### M1 wires, run 1

Scale bar: 50 um.
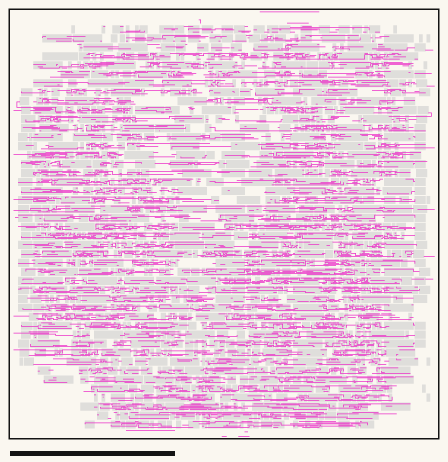
### The metal 2 layer, run 1

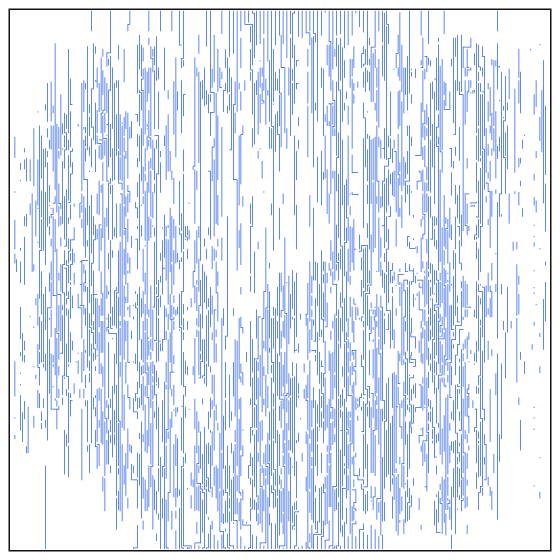
### Metal 3, run 1

Scale bar: 50 um.
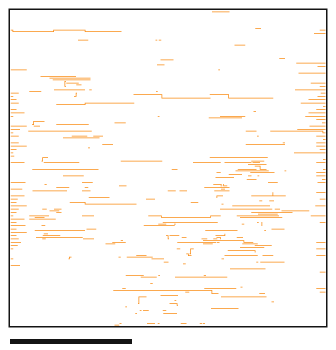
### Signal wires on met4, run 1

Scale bar: 50 um.
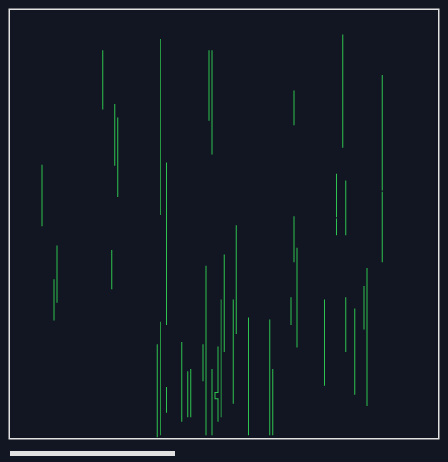
--- src/rtl/lcd_rect_writer.sv ---
`default_nettype none
// ============================================================================
// Module   : lcd_rect_writer
// Purpose  : Rectangle-write sequencer in front of the LCD panel controller.
//            Accepts one window request (solid fill or streamed pixels). It
//            issues a window-set flag toggle, then one pixel-write flag toggle
//            per pixel, waiting out controller busy between transactions.
// Ports    : clk, resetn          - clock, async active-low reset
//            start/mode/x0..y1/color - request fields (sampled in IDLE)
//            abort                - terminate current request
//            px_data/px_valid/px_ready - streamed pixel handshake (mode 1)
//            eng_busy/done/err    - status to the MMIO register block
//            lcd_busy             - controller busy (incl. unconsumed toggle)
//            lcd_aflag/lcd_dflag  - window-set / pixel-write toggle flags
//            lcd_din, lcd_addrC, lcd_addrR - pixel value and window corners
// Revision : 1.0 - initial release
// ============================================================================
module lcd_rect_writer #(
  parameter int H_RES = 480,
  parameter int V_RES = 800
) (
  input  logic        clk,
  input  logic        resetn,
  input  logic        start,
  input  logic        mode,
  input  logic [15:0] x0,
  input  logic [15:0] x1,
  input  logic [15:0] y0,
  input  logic [15:0] y1,
  input  logic [15:0] color,
  input  logic        abort,
  input  logic [15:0] px_data,
  input  logic        px_valid,
  output logic        px_ready,
  output logic        eng_busy,
  output logic        done,
  output logic        err,
  input  logic        lcd_busy,
  output logic [7:0]  lcd_aflag,
  output logic [7:0]  lcd_dflag,
  output logic [15:0] lcd_din,
  output logic [31:0] lcd_addrC,
  output logic [31:0] lcd_addrR
);

  localparam logic [2:0] S_IDLE     = 3'd0;
  localparam logic [2:0] S_WIN      = 3'd1;
  localparam logic [2:0] S_WIN_WAIT = 3'd2;
  localparam logic [2:0] S_PIX      = 3'd3;
  localparam logic [2:0] S_PIX_WAIT = 3'd4;
  localparam logic [2:0] S_FLUSH    = 3'd5;

  // 17-bit limits so a 16-bit coordinate compares without truncation
  localparam logic [16:0] H_LIM = 17'(H_RES);
  localparam logic [16:0] V_LIM = 17'(V_RES);

  logic [2:0]  state_q, state_d;
  logic        aflag_q, dflag_q;
  logic [15:0] din_q;
  logic [31:0] addrc_q, addrr_q;
  logic [15:0] col_q, row_q;
  logic        mode_q;
  logic [15:0] color_q;
  logic        last_q;
  logic        done_q, err_q;

  logic        req_ok;
  logic        accept;
  logic        issue_win;
  logic        issue_pix;
  logic        done_d;
  logic        err_d;
  logic        px_ready_c;
  logic        eng_busy_c;

  // Latched window corners: x0/y0 in the upper half, x1/y1 in the lower half
  logic [15:0] x0_q, x1_q, y1_q;
  assign x0_q = addrc_q[31:16];
  assign x1_q = addrc_q[15:0];
  assign y1_q = addrr_q[15:0];

  assign req_ok = (x0 <= x1) && (y0 <= y1) &&
                  ({1'b0, x1} < H_LIM) && ({1'b0, y1} < V_LIM);
  assign accept = (state_q == S_IDLE) && start && req_ok;

  // ---------------------------------------------------------------- state reg
  always_ff @(posedge clk or negedge resetn) begin : p_state
    if (!resetn) state_q <= S_IDLE;
    else         state_q <= state_d;
  end

  // ---------------------------------------------------------------- next state
  always_comb begin : p_next
    state_d = state_q;
    case (state_q)
      S_IDLE:     if (accept) state_d = S_WIN;
      S_WIN:      if (abort) state_d = S_IDLE;
                  else if (!lcd_busy) state_d = S_WIN_WAIT;
      S_WIN_WAIT: if (abort) state_d = S_FLUSH;
                  else if (!lcd_busy) state_d = S_PIX;
      S_PIX:      if (abort) state_d = S_FLUSH;
                  else if (issue_pix) state_d = S_PIX_WAIT;
      S_PIX_WAIT: if (abort) state_d = S_FLUSH;
                  else if (!lcd_busy) state_d = last_q ? S_IDLE : S_PIX;
      S_FLUSH:    if (!lcd_busy) state_d = S_IDLE;
      default:    state_d = S_IDLE;
    endcase
  end

  // ---------------------------------------------------------------- outputs
  always_comb begin : p_out
    eng_busy_c = (state_q != S_IDLE);
    // Only a streaming request hands out px_ready; abort suppresses it
    px_ready_c = (state_q == S_PIX) && mode_q && !lcd_busy && !abort;
    issue_win  = (state_q == S_WIN) && !abort && !lcd_busy;
    issue_pix  = (state_q == S_PIX) && !abort &&
                 (mode_q ? (px_valid && px_ready_c) : !lcd_busy);
    done_d     = ((state_q == S_WIN) && abort) ||
                 ((state_q == S_PIX_WAIT) && !abort && !lcd_busy && last_q) ||
                 ((state_q == S_FLUSH) && !lcd_busy);
    err_d      = (state_q == S_IDLE) && start && !req_ok;
  end

  // ---------------------------------------------------------------- datapath
  always_ff @(posedge clk or negedge resetn) begin : p_data
    if (!resetn) begin
      aflag_q <= 1'b0;
      dflag_q <= 1'b0;
      din_q   <= 16'h0;
      addrc_q <= 32'h0;
      addrr_q <= 32'h0;
      col_q   <= 16'h0;
      row_q   <= 16'h0;
      mode_q  <= 1'b0;
      color_q <= 16'h0;
      last_q  <= 1'b0;
      done_q  <= 1'b0;
      err_q   <= 1'b0;
    end else begin
      done_q <= done_d;
      err_q  <= err_d;
      if (accept) begin
        addrc_q <= {x0, x1};
        addrr_q <= {y0, y1};
        mode_q  <= mode;
        color_q <= color;
        col_q   <= x0;
        row_q   <= y0;
        last_q  <= 1'b0;
      end
      if (issue_win) aflag_q <= ~aflag_q;
      if (issue_pix) begin
        dflag_q <= ~dflag_q;
        din_q   <= mode_q ? px_data : color_q;
        // Raster advance; the pixel at the bottom-right corner is the last
        last_q  <= (col_q == x1_q) && (row_q == y1_q);
        if (col_q == x1_q) begin
          col_q <= x0_q;
          row_q <= row_q + 16'd1;
        end else begin
          col_q <= col_q + 16'd1;
        end
      end
    end
  end

  assign px_ready  = px_ready_c;
  assign eng_busy  = eng_busy_c;
  assign done      = done_q;
  assign err       = err_q;
  assign lcd_aflag = {7'b0, aflag_q};
  assign lcd_dflag = {7'b0, dflag_q};
  assign lcd_din   = din_q;
  assign lcd_addrC = addrc_q;
  assign lcd_addrR = addrr_q;

endmodule
`default_nettype wire
--- config.mk ---
export PLATFORM = sky130hd
export DESIGN_NAME = lcd_rect_writer
export DESIGN_NICKNAME = d
export VERILOG_FILES = /design/src/rtl/lcd_rect_writer.sv
export SDC_FILE = /design/constraint.sdc
export NUM_CORES = 1
export LEC_CHECK = 0
export ABC_AREA = 1
export CORE_MARGIN = 2
export CORE_UTILIZATION = 50
export DETAILED_ROUTE_END_ITERATION = 8
export GPL_ROUTABILITY_DRIVEN = 0
export PLACE_DENSITY_LB_ADDON = 0.3
export SLEW_MARGIN = 20
export SYNTH_ARGS = -nofsm -noshare
export SYNTH_HDL_FRONTEND = slang
export SYNTH_SLANG_ARGS = --single-unit
--- constraint.sdc ---
create_clock -name clk -period 2.4 [get_ports clk]
set_input_delay 0.72 -clock clk [delete_from_list [all_inputs] [get_ports clk]]
set_output_delay 0.72 -clock clk [all_outputs]
set_load 0.05 [all_outputs]
==> results.txt, run 1 <==
Slowest-stage cell, CP: ha_4
DR iter-0 viols: 618
Largest area contributor in the netlist: dfrtp_1
Fp util: 0.515
CP max FO: 8
Number of max-cap violations: 0
CTS H-tree depth: 4
Flop pwr share: 0.340
Die Y: 130 um
Reg2reg end: col_q[5]$_DFFE_PN0P_
Final period utilization: 1.05
Finish-stage setup viols: 16
Crit path to: col_q[5]$_DFFE_PN0P_
PD cells: 676 nW/um2
Syn Inst Count: 1016
Overall Global Routing Usage: 0.295
Worst Hold Class: in2async
Fraction of area in multi-input gates: 0.362
Cell Int Power: 5.38 mW
Yosys cell count: 1016
Switch share: 0.337
Worst Path Required: 2.68 ns
Logic area: 4350 um2
Reg-to-reg setup timing slack: 0.14 ns
First-pass DRT Iterations: 5
Combinational share of power: 0.305
Flop count: 137
Outcome: finished, violations left
Min setup slack post-route: -0.132 ns
Failing checks: negative setup slack
CP arrival: 2.81 ns
Endpoints failing hold: 0
Tmin final: 2.53 ns
Nets: 1422
## Picture notes: 'M1 wires'
- main direction: horizontal
- nets with wire on the layer: 1266
- wire length on this layer: 10300 um
- share of all routed wire: 38%
DRT Wirelength: 26800 um
total number of vias: 8189

## Picture notes: 'The metal 2 layer'
- longest straight run: 56.1 um
- wire length on this layer: 13800 um
- main direction: vertical
- share of all routed wire: 52%
- nets with wire on the layer: 1250

## Picture notes: 'Metal 3'
- longest straight run: 40.3 um
- share of all routed wire: 6.2%
- nets with wire on the layer: 210
- wire length on this layer: 1650 um

## Picture notes: 'Signal wires on met4'
- wire length on this layer: 1030 um
- main direction: vertical
- longest straight run: 53.0 um
- nets with wire on the layer: 43

run 1: kinds of logic (layout without fill, tap and decap cells):
family / after synthesis / in the layout / share of synthesized area
flip-flops: 137 / 137 / 0.435
XOR/XNOR: 39 / 39 / 0.0433
AND/OR/NAND/NOR: 508 / 508 / 0.272
buffers and inverters: 179 / 446 / 0.102
adder cells (fa/ha/maj): 34 / 34 / 0.0539
AND-OR/OR-AND: 118 / 118 / 0.0944
other: 1 / 15 / 0.000475
run 1: Yosys cell counts (all sizes together) (2+ instances only):
cell type    n
xor2        11
a21oi       20
nand3b       2
dfrtp      137
ha          34
clkinv       2
o211ai      17
o2111ai      2
nor3        11
o21ai       55
buf         43
clkbuf      12
nor2        63
a31oi       18
nand3       59
nand4       30
nor4         4
xnor2       28
nand2      334
inv        122
or2          4
run 1: stage by stage:
step | cell area (um2) | instances | util
2_1_floorplan | 7960 | 1029 | -
6_report | 12000 | 1508 | 0.784
5_1_grt | 12000 | 1508 | 0.784
3_3_place_gp | 10500 | 1451 | 0.683
3_5_place_dp | 10500 | 1451 | 0.683
4_1_cts | 11500 | 1493 | 0.751
run 1: power groups by stage:
stage	sequential [mW]	clock (mW)	combinational (mW)
floorplan	3.21	0	0.975
global placement	2.78	0	2.20
detailed placement	2.79	0	2.24
CTS	2.75	2.90	2.32
global route	2.79	3.00	2.65
finish	2.76	2.89	2.47
run 1: worst register-to-register path: cells and delay by family (launching register included):
family	cells	cell delay, ns
AND-OR/OR-AND	2	0.29
XOR/XNOR	1	0.19
buffers and inverters	1	0.35
flip-flops	1	0.47
AND/OR/NAND/NOR	4	0.83
run 1: routing by layer:
metal	global-route usage	routed length (um)
met5	0	0
met2	0.535	13800
met1	0.353	10300
met3	0.0458	1650
met4	0.113	1030
### Clock nets, run 1

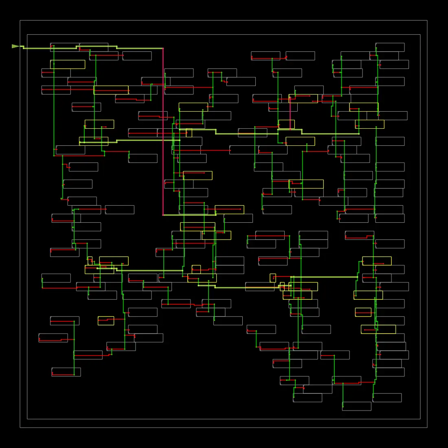

==> run 2: changes to the inputs <==
--- a/config.mk
+++ b/config.mk
@@ -7,10 +7,12 @@
 export LEC_CHECK = 0
 export ABC_AREA = 1
 export CORE_MARGIN = 2
-export CORE_UTILIZATION = 50
+export CORE_UTILIZATION = 52
 export DETAILED_ROUTE_END_ITERATION = 8
+export DONT_BUFFER_PORTS = 1
 export GPL_ROUTABILITY_DRIVEN = 0
 export PLACE_DENSITY_LB_ADDON = 0.3
+export RECOVER_POWER = 100
 export SLEW_MARGIN = 20
 export SYNTH_ARGS = -nofsm -noshare
 export SYNTH_HDL_FRONTEND = slang
### Clock nets, run 2

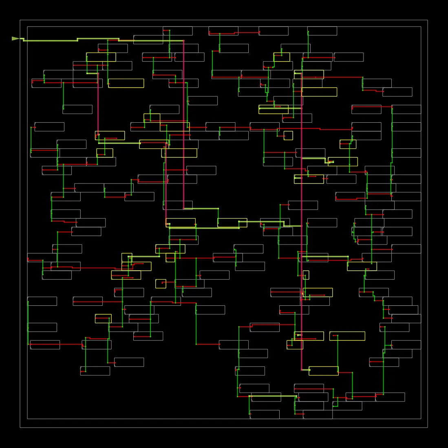
CLK BUF: 23
clock sink total: 137
Setup Skew: 0.00875 ns

### Signal wires on met4, run 2

Scale bar: 50 um.
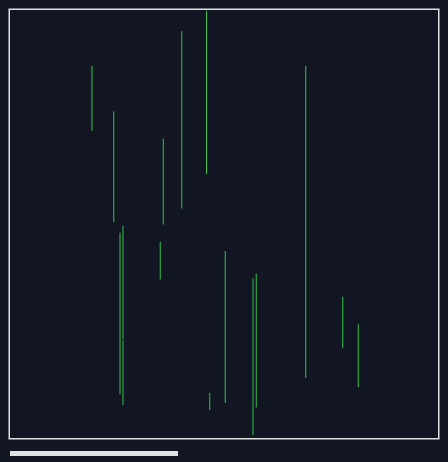
- wire length on this layer: 549 um
- main direction: vertical
- longest straight run: 92.5 um
- share of all routed wire: 2.6%
- nets with wire on the layer: 14
DRT Wirelength: 21200 um
total number of vias: 6915

==> results.txt, run 2 <==
Overall Global Routing Usage: 0.264 (-0.0314)
Fp util: 0.525 (+0.00965)
Post-route core utilization: 0.599 (-0.186)
Fin area: 9000 um2 (-25%)
Dominant combinational family: simple AND/OR/NAND/NOR gates
Endpoints failing hold: 2 (+2)
Failing checks: negative hold slack
CP arrival: 1.57 ns (-1.24 ns)
Combinational share of power: 0.154 (-0.151)
Outcome: finished, violations left
Yosys top cell by instances: nand2_1
Final period utilization: 0.956 (-0.0989)
Final hold slack: -0.00175 ns
Number of max-cap violations: 0 (unchanged)
Seq power: 3.31 mW (+20%)
Clock-net power: 2.91 mW (about the same)
First-pass DRT Iterations: 5 (unchanged)
Worst Path Required: 1.68 ns (-1.00 ns)
Finished Layout Cells: 1262 (-16%)
Tmin final: 2.29 ns (-0.237 ns)
Placed cell areas: 8520 um2 (-19%)
P_comb: 1.13 mW (-54%)
==> run 2: layout make-up <==
type                            count  area (um2)
Clock inverter                      9         158
Inverter                          124         465
Tap cell                          188         235
Fill cell                        1363        6040
Sequential cell                   137        3430
Clock buffer                       23         508
Timing Repair Buffer               68         536
Multi-Input combinational cell    713        3670
==> run 2: routing by layer <==
metal / track usage / vias to the layer above / share of wire
met5: 0 / - / 0
met4: 0.101 / 0 / 0.026
met3: 0.0565 / 40 / 0.061
met2: 0.441 / 242 / 0.49
met1: 0.339 / 3307 / 0.42
li1: - / 3326 / -
==> run 2: worst max path at each step <==
stage                                end  cells past startpoint  slack (ns)                   start
5_1_grt             col_q[0]$_DFFE_PN0P_                     13        0.02                  x1[11]
3_3_place_gp      color_q[0]$_DFFE_PN0N_                     15        -0.1                   y1[9]
2_1_floorplan  lcd_addrR[21]$_DFFE_PN0N_                     13       0.003                   x1[7]
6_report                        px_ready                      5        0.11  state_q[0]$_DFFE_PN0P_
3_5_place_dp      color_q[5]$_DFFE_PN0N_                     13       -0.15                  x1[15]
4_1_cts                         px_ready                      5        0.08  state_q[0]$_DFFE_PN0P_
==> run 2: kinds of logic after synthesis <==
logic type                 after synthesis
and+or+nand+nor                        508
DFF                                    137
xor gates and xnor gates                39
other                                    1
adders and majority gates               34
buffers and inverters                  179
AOI/OAI and AO/OA                      118
==> run 2: what timing repair did <==
action,in CTS,in global routing
gates resized,0,2
hold endpoints to repair,128,120
endpoints found under the setup margin,0,2
==> run 2: critical path, stage by stage (launching register included) <==
cell     delay [ns]
dfrtp_1        0.40
inv_1          0.09
nor3_2         0.20
inv_2          0.10
nor4_4         0.19
buf_12         0.18
No activity file was given, so power comes from the tool's default toggle rates.
